==> src/rtl/mole_whack_judge.sv <==
// Mole-whack judge: accepts per-lane spawns, times each mole's window,
// and scores debounced whacks as hits or misses.
module mole_whack_judge #(
  parameter int NUM_MOLES      = 4,
  parameter int MAX_MS         = 2047,
  parameter int BASE_WINDOW_MS = 1600,
  parameter int SCORE_MAX      = 9999,
  parameter int MISS_LIMIT     = 3,
  localparam int SW = $clog2(SCORE_MAX + 1),
  localparam int MW = $clog2(MISS_LIMIT + 1)
) (
  input  logic                 clk,
  input  logic                 reset_n,
  input  logic                 ms_tick,
  input  logic                 game_start,
  input  logic [1:0]           level,
  input  logic [NUM_MOLES-1:0] spawn,
  input  logic [NUM_MOLES-1:0] whack,
  output logic [NUM_MOLES-1:0] spawn_ack,
  output logic [NUM_MOLES-1:0] mole_up,
  output logic                 hit_pulse,
  output logic                 miss_pulse,
  output logic [SW-1:0]        score,
  output logic [MW-1:0]        misses,
  output logic                 game_over
);

  localparam int CW  = $clog2(MAX_MS + 1);
  localparam int SWS = SW + 4;
  localparam int MWS = MW + 4;
  localparam logic [CW-1:0] BASE_W = CW'(BASE_WINDOW_MS);

  typedef enum logic [1:0] {
    S_IDLE,
    S_PLAY,
    S_OVER
  } state_e;

  state_e               state_q, state_d;
  logic [NUM_MOLES-1:0] up_q, up_d;
  logic [NUM_MOLES-1:0] ack_q, ack_d;
  logic [CW-1:0]        cnt_q [NUM_MOLES];
  logic [CW-1:0]        cnt_d [NUM_MOLES];
  logic                 hit_q, hit_d;
  logic                 miss_q, miss_d;
  logic [SW-1:0]        score_q, score_d;
  logic [MW-1:0]        misses_q, misses_d;

  logic [NUM_MOLES-1:0] hit_ev, miss_ev;
  logic [CW-1:0]        win;
  logic [3:0]           nh, nm;
  logic [SWS-1:0]       ssum;
  logic [MWS-1:0]       msum;

  // Lane timing, hit/miss judging, scoring and game FSM next-state.
  always_comb begin
    state_d  = state_q;
    up_d     = up_q;
    cnt_d    = cnt_q;
    ack_d    = '0;
    hit_ev   = '0;
    miss_ev  = '0;
    hit_d    = 1'b0;
    miss_d   = 1'b0;
    score_d  = score_q;
    misses_d = misses_q;
    nh       = '0;
    nm       = '0;
    win      = BASE_W >> level;
    if (win == '0) win = CW'(1);

    if (state_q == S_PLAY) begin
      for (int i = 0; i < NUM_MOLES; i++) begin
        if (up_q[i]) begin
          if (whack[i]) begin
            up_d[i]   = 1'b0;
            hit_ev[i] = 1'b1;
          end else if (ms_tick) begin
            if (cnt_q[i] == CW'(1)) begin
              up_d[i]    = 1'b0;
              miss_ev[i] = 1'b1;
            end else begin
              cnt_d[i] = cnt_q[i] - CW'(1);
            end
          end
        end else begin
          if (whack[i]) miss_ev[i] = 1'b1;
          if (spawn[i]) begin
            up_d[i]  = 1'b1;
            cnt_d[i] = win;
            ack_d[i] = 1'b1;
          end
        end
      end
    end

    for (int i = 0; i < NUM_MOLES; i++) begin
      nh = nh + 4'(hit_ev[i]);
      nm = nm + 4'(miss_ev[i]);
    end
    ssum = SWS'(score_q) + SWS'(nh);
    msum = MWS'(misses_q) + MWS'(nm);

    unique case (state_q)
      S_PLAY: begin
        hit_d    = |hit_ev;
        miss_d   = |miss_ev;
        score_d  = (ssum > SWS'(SCORE_MAX)) ? SW'(SCORE_MAX) : SW'(ssum);
        misses_d = MW'(msum);
        if (msum >= MWS'(MISS_LIMIT)) begin
          misses_d = MW'(MISS_LIMIT);
          state_d  = S_OVER;
          up_d     = '0;
          ack_d    = '0;
        end
      end
      default: begin
        up_d = '0;
      end
    endcase

    if (game_start) begin
      state_d  = S_PLAY;
      up_d     = '0;
      ack_d    = '0;
      hit_d    = 1'b0;
      miss_d   = 1'b0;
      score_d  = '0;
      misses_d = '0;
    end
  end

  // State and counter registers.
  always_ff @(posedge clk or negedge reset_n) begin
    if (!reset_n) begin
      state_q  <= S_IDLE;
      up_q     <= '0;
      ack_q    <= '0;
      cnt_q    <= '{default: '0};
      hit_q    <= 1'b0;
      miss_q   <= 1'b0;
      score_q  <= '0;
      misses_q <= '0;
    end else begin
      state_q  <= state_d;
      up_q     <= up_d;
      ack_q    <= ack_d;
      cnt_q    <= cnt_d;
      hit_q    <= hit_d;
      miss_q   <= miss_d;
      score_q  <= score_d;
      misses_q <= misses_d;
    end
  end

  assign spawn_ack  = ack_q;
  assign mole_up    = up_q;
  assign hit_pulse  = hit_q;
  assign miss_pulse = miss_q;
  assign score      = score_q;
  assign misses     = misses_q;
  assign game_over  = (state_q == S_OVER);

endmodule

==> config.mk <==
export PLATFORM = sky130hd
export DESIGN_NAME = mole_whack_judge
export DESIGN_NICKNAME = d
export VERILOG_FILES = /design/src/rtl/mole_whack_judge.sv
export SDC_FILE = /design/constraint.sdc
export NUM_CORES = 1
export LEC_CHECK = 0
export ABC_AREA = 1
export CAP_MARGIN = 0
export CORE_ASPECT_RATIO = 1.5
export CORE_MARGIN = 2
export CORE_UTILIZATION = 25
export DETAILED_ROUTE_END_ITERATION = 8
export GPL_ROUTABILITY_DRIVEN = 0
export PLACE_DENSITY = 0.41
export SLEW_MARGIN = 40
export SYNTH_ARGS = -nofsm -noshare
export SYNTH_HDL_FRONTEND = slang
export SYNTH_SLANG_ARGS = --single-unit
==> constraint.sdc <==
create_clock -name clk -period 9.3 [get_ports clk]
set_input_delay 0.93 -clock clk [delete_from_list [all_inputs] [get_ports clk]]
set_output_delay 0.93 -clock clk [all_outputs]
set_load 0.01 [all_outputs]
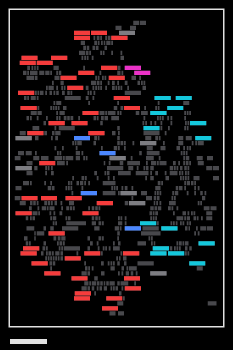
Fig. 1. Sequential cells grouped by signal name (run 1).
Bar = 20 um. Other sequential cells in the stronger grey, the rest of the logic in the fainter grey.
[blue] mole_up | sequential cells: 4 | where: middle
[red] cnt_q | sequential cells: 44
[magenta] state_q | sequential cells: 2
[cyan] score | sequential cells: 14
not coloured: 8
proportion of cell area occupied by registers: 32.01%
Layout Utilization: 30.47%

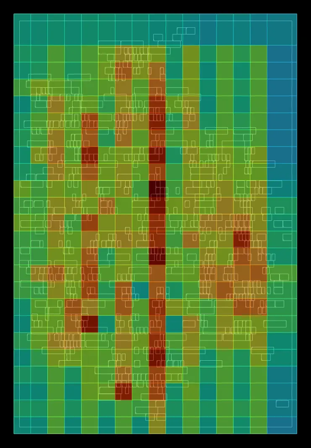
Fig. 2. Routing congestion map (run 1).
met2 Usage GRT: 25.88%
met1 track utilization from global routing: 16.73%
busiest layer in global routing: met2

==> summary.rpt, run 1 <==
==== FLOW RESULTS ====
----------------------------------------------------
[Outcome]
  Status ........................ finished, final reports clean

[Finish]
  Post-route cell area ........................ roughly 5600 sq um
  Buffers, non-clock ........................ 40
  Footprint of the multi-input gates ........................ 2469 sq um
  Logic share of the area ........................ 43.86%

[STA]
  Tmin final ........................ 4.311 ns
  Headroom to the max-slew limit ........................ 47.86%
  Count of final max-slew check failures ........................ 0
  Accumulated negative setup slack ........................ 0 ns
  Final-report setup violation count ........................ 0

[Drt]
  Drt initial violations ........................ 333
  Total met2 wirelength after detailed routing ........................ 6868 um
  TritonRoute pass-1 iters ........................ 4
  Wire length after detailed routing ........................ about 13000 um

[Clocking]
  Post-cts hold-fix buffer tally ........................ 0
  Cells resized by post-CTS repair ........................ 0
  CTS clock-pin slew for the worst setup and hold paths ........................ 0.06 ns

[Run]
  Number of max-cap violations ........................ 0

[Logic synthesis]
  Adder and majority gate portion of the synthesized area ........................ under 10%
  Most instantiated cells after synthesis ........................ nand2_1, inv_1, dfrtp_1
  Main kind of combinational logic by area ........................ simple AND/OR/NAND/NOR gates
  Mean post-synth cell area ........................ 7.274 sq um
  Registers, synthesis ........................ 72

[Floorplan]
  Vert. Die Dim ........................ 171.5 um
  IO Count ........................ 41
  Floorplan core area ........................ 18470 sq um

[Setup path]
  Worst setup EP type ........................ register
  Worst Path Class, Setup ........................ reg2reg
  Reg2Reg Capture Point ........................ mole_up[3]
  Crit path buf inv count ........................ 4
  Worst stage delay on the critical path ........................ just over 0.6 ns
  Startpoint class of the critical path ........................ register

[Power]
  Power consumed by the clock network ........................ 372 uW
  Share of total power in the clock network ........................ roughly a quarter
  Power Internal ........................ 893.9 uW

[Worst hold path]
  Worst hold stages ........................ 1

[Placement]
  Total of buffers placed on input and output ports ........................ 40

----------------------------------------------------
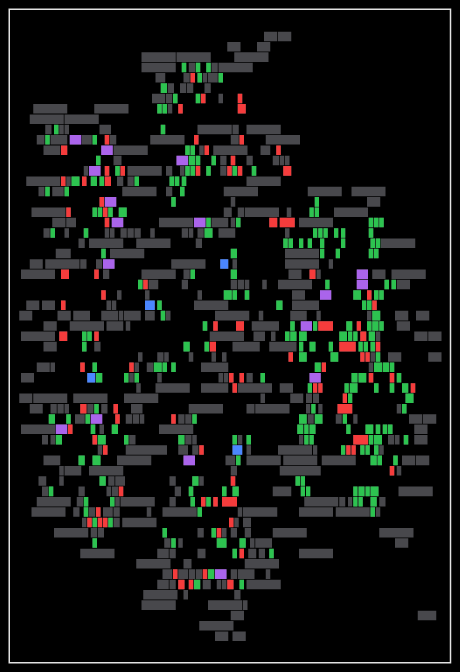
Fig. 3. Gate-type map (run 1).
[red] NOR gates | cells: 90 | most used: nor2_1
[green] NAND gates | cells: 219 | most used: nand2_1
[purple] XOR/XNOR gates | cells: 17 | most used: xor2_1
[blue] AND and OR gates | cells: 4
number of standard cells in the layout, taps in and fillers out: 933
most frequent logic cell in the layout: nand2_1

Fig. 4: run 1, routed clock nets over the placement
Bar = 20 um.
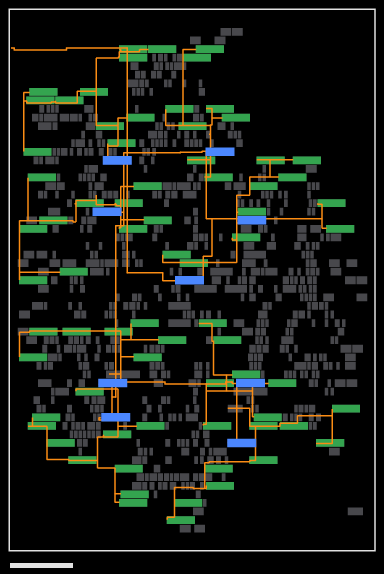

==> inputs of run 2 (changes only) <==
==> constraint.sdc (replaced) <==
create_clock -name clk -period 4.2 [get_ports clk]
set_input_delay 0.42 -clock clk [delete_from_list [all_inputs] [get_ports clk]]
set_output_delay 0.42 -clock clk [all_outputs]
set_load 0.01 [all_outputs]
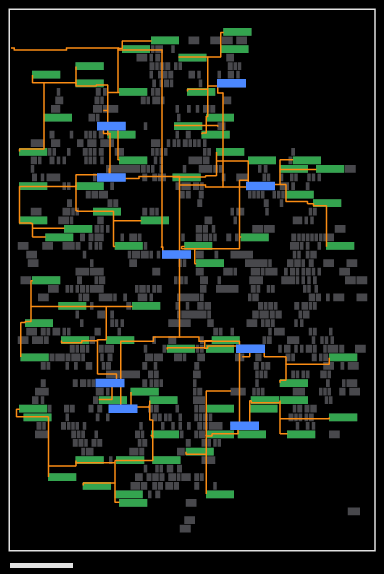
Fig. 5. Routed clock nets over the placement (run 2).
Bar = 20 um.
[green] flip-flops | count: 72
[orange] clock wires | length: 1270 um
[blue] cells driving clock nets | count: 9
flops lie: all over the die
routed clock nets: 10
clock insertion delay at the later pin of the skew report: 0.34 ns
largest clock skew in the final design: 0.009303 ns
power consumed by the clock network: 864 uW
share of total power in the clock network: 24.4%

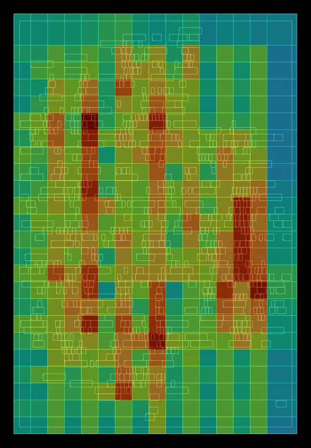
Fig. 6. Routing congestion map (run 2).
global router's overall resource usage: 14.88%
Layout Utilization: 31.08%

==> run 2 against run 1 <==
Against the previous run:
- clock power is 130% higher
- sequential share of layout area is 0.63 points lower
- global-route usage is 0.41 points higher
- count of clock-buffer cells in the layout is 2 lower
- register-to-register slack worse by 4.7 ns
- combinational power is 140% higher
- sequential cell count stayed put
- synthesized area stayed put
- via count is 1.3% higher
- maximum frequency is 10% higher
- final cell count is 1.2% higher
- critical path type unchanged
- critical endpoint unchanged
- highest routed layer unchanged
==> summary.rpt, run 2 <==
==== FLOW RESULTS ====
----------------------------------------------------
[Outcome]
  Status ........................ finished, final reports clean (unchanged)

[Floorplan]
  Vert. Die Dim ........................ 171.5 um (unchanged)
  IO Count ........................ 41 (unchanged)

[Finish]
  Number of standard cells in the layout, taps in and fillers out ........................ 944 (was 933)
  Proportion of cell area occupied by registers ........................ 31.39% (was 32.01%)
  Post-route cell area ........................ 5741 sq um (was 5628 sq um)
  Most frequent logic cell in the layout ........................ nand2_1 (unchanged)
  Logic share of the area ........................ 43.20% (was 43.86%)
  Footprint of the multi-input gates ........................ 2480 sq um (was 2469 sq um)

[Drt]
  Wire length after detailed routing ........................ 13800 um (was 13330 um)
  TritonRoute pass-1 iters ........................ 4 (unchanged)
  Drt initial violations ........................ 262 (was 333)

[Clocking]
  CTS clock-pin slew for the worst setup and hold paths ........................ 0.06 ns (about the same)
  Post-cts hold-fix buffer tally ........................ 0 (unchanged)
  Cells resized by post-CTS repair ........................ 0 (unchanged)

[Setup path]
  Worst Path Class, Setup ........................ reg2reg (unchanged)
  Worst setup EP type ........................ register (unchanged)
  Crit path buf inv count ........................ 5 (was 4)
  Startpoint class of the critical path ........................ register (unchanged)

[STA]
  Accumulated negative setup slack ........................ 0 ns (unchanged)
  Count of final max-slew check failures ........................ 0 (unchanged)
  Headroom to the max-slew limit ........................ 47.69% (was 47.86%)

[Logic synthesis]
  Registers, synthesis ........................ 72 (unchanged)
  Adder and majority gate portion of the synthesized area ........................ 6.046% (unchanged)
  Mean post-synth cell area ........................ 7.274 sq um (unchanged)

[Placement]
  Total of buffers placed on input and output ports ........................ 40 (unchanged)

[GRT]
  Met2 Usage GRT ........................ 26.37% (was 25.88%)
  Met1 track utilization from global routing ........................ 17.08% (was 16.73%)

[Power]
  Power Internal ........................ 2.072 mW (was 893.9 uW)

[Run]
  Number of max-cap violations ........................ 0 (unchanged)

----------------------------------------------------
Fig. 7: run 2, placement by cell class
Bar = 20 um.
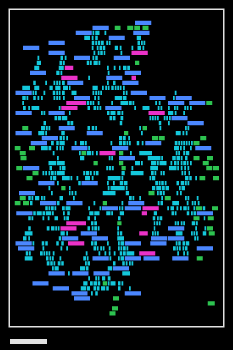

==> inputs of run 3 (changes only) <==
--- a/config.mk
+++ b/config.mk
@@ -7,12 +7,14 @@
 export LEC_CHECK = 0
 export ABC_AREA = 1
 export CAP_MARGIN = 0
+export CELL_PAD_IN_SITES_DETAIL_PLACEMENT = 1
+export CELL_PAD_IN_SITES_GLOBAL_PLACEMENT = 2
 export CORE_ASPECT_RATIO = 1.5
 export CORE_MARGIN = 2
 export CORE_UTILIZATION = 25
 export DETAILED_ROUTE_END_ITERATION = 8
 export GPL_ROUTABILITY_DRIVEN = 0
-export PLACE_DENSITY = 0.41
+export PLACE_DENSITY = 0.63
 export SLEW_MARGIN = 40
 export SYNTH_ARGS = -nofsm -noshare
 export SYNTH_HDL_FRONTEND = slang
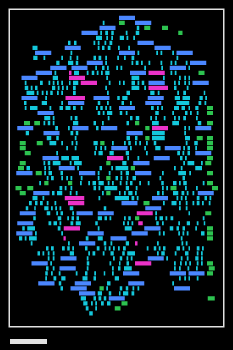
Fig. 8. Placement by cell class (run 3).
Bar = 20 um.
[green] other buffers and delay cells | cells: 53
[blue] flops | cells: 72
[cyan] all other logic | cells: 553
[magenta] clock drivers and dummy loads | cells: 16
Layout Utilization: 31.16%
proportion of cell area occupied by registers: 31.30%

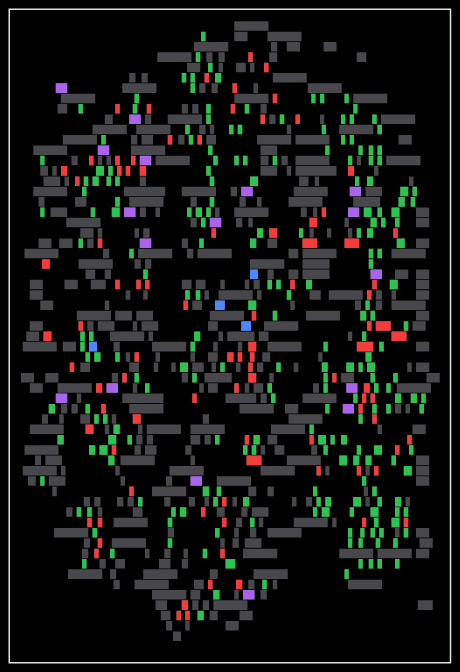
Fig. 9. Gate-type map (run 3).
[blue] AND and OR gates | cells: 4 | where: middle
[green] NAND gates | cells: 219 | most used: nand2_1 | where: all over the die
[purple] XOR/XNOR gates | cells: 17 | most used: xor2_1
[red] NOR gates | cells: 90 | most used: nor2_1 | where: all over the die
logic share of the area: 43.09%
number of standard cells in the layout, taps in and fillers out: 946

==> run 3 against run 2 <==
Against the previous run:
- maximum frequency rose by 1.2%
- largest power group unchanged
- worst hold slack got worse by 0.079 ns
- combinational power barely moved
- first-iteration DRC count fell by 27%
- synthesized area did not move
- critical path depth did not move
- highest routed layer unchanged
==> summary.rpt, run 3 <==
==== FLOW RESULTS ====
----------------------------------------------------
[Finish]
  Footprint of the multi-input gates ........................ 2480 sq um (unchanged)
  Post-route cell area ........................ 5756 sq um (was 5741 sq um)
  FF/Latch Area ........................ 1802 sq um (unchanged)
  Most frequent logic cell in the layout ........................ nand2_1 (unchanged)

[GRT]
  Busiest layer in global routing ........................ met2 (unchanged)
  Met1 track utilization from global routing ........................ 19.62% (was 17.08%)
  Met2 Usage GRT ........................ 30.84% (was 26.37%)
  Global router's overall resource usage ........................ 16.63% (was 14.88%)
  Total congestion overflow ........................ 0 (unchanged)

[Drt]
  Total met2 wirelength after detailed routing ........................ 8038 um (was 7008 um)
  Drt initial violations ........................ 192 (was 262)
  TritonRoute pass-1 iters ........................ 4 (unchanged)
  Wire length after detailed routing ........................ 15130 um (was 13800 um)

[Outcome]
  Status ........................ finished, final reports clean (unchanged)

[STA]
  Largest clock skew in the final design ........................ 0.008032 ns (was 0.009303 ns)
  Final-report setup violation count ........................ 0 (unchanged)
  Headroom to the max-slew limit ........................ 61.63% (was 47.69%)
  Accumulated negative setup slack ........................ 0 ns (unchanged)

[Setup path]
  Crit path buf inv count ........................ 5 (unchanged)
  Reg2Reg Capture Point ........................ mole_up[3] (unchanged)
  Worst setup EP type ........................ register (unchanged)
  Worst stage delay on the critical path ........................ 0.50 ns (was 0.51 ns)
  Startpoint class of the critical path ........................ register (unchanged)
  Worst Path Class, Setup ........................ reg2reg (unchanged)

[Clocking]
  Clock insertion delay at the later pin of the skew report ........................ 0.34 ns (about the same)
  Post-cts hold-fix buffer tally ........................ 0 (unchanged)
  Cells resized by post-CTS repair ........................ 0 (unchanged)

[Logic synthesis]
  Registers, synthesis ........................ 72 (unchanged)
  Mean post-synth cell area ........................ 7.274 sq um (unchanged)
  Most instantiated cells after synthesis ........................ nand2_1, inv_1, dfrtp_1 (unchanged)
  Leading register cell type out of synthesis ........................ dfrtp_1 (unchanged)
  Adder and majority gate portion of the synthesized area ........................ 6.046% (unchanged)
  Share of flip-flops with an asynchronous set or reset ........................ 100.0% (unchanged)
  Main kind of combinational logic by area ........................ simple AND/OR/NAND/NOR gates (unchanged)

[Power]
  P_leak ........................ 2.692 nW (was 2.682 nW)
  Share of total power in the clock network ........................ 24.8% (was 24.4%)
  Power Internal ........................ 2.100 mW (was 2.072 mW)
  Switching Power ........................ 1.509 mW (was 1.470 mW)
  Power consumed by the clock network ........................ 895 uW (was 864 uW)

[Floorplan]
  IO Count ........................ 41 (unchanged)
  Floorplan core area ........................ 18470 sq um (unchanged)

[Placement]
  Total of buffers placed on input and output ports ........................ 40 (unchanged)

[Run]
  Number of max-cap violations ........................ 0 (unchanged)

[Worst hold path]
  Tightest Hold Check Type ........................ in2async (unchanged)

----------------------------------------------------
Power is estimated from default activity; no workload was simulated.
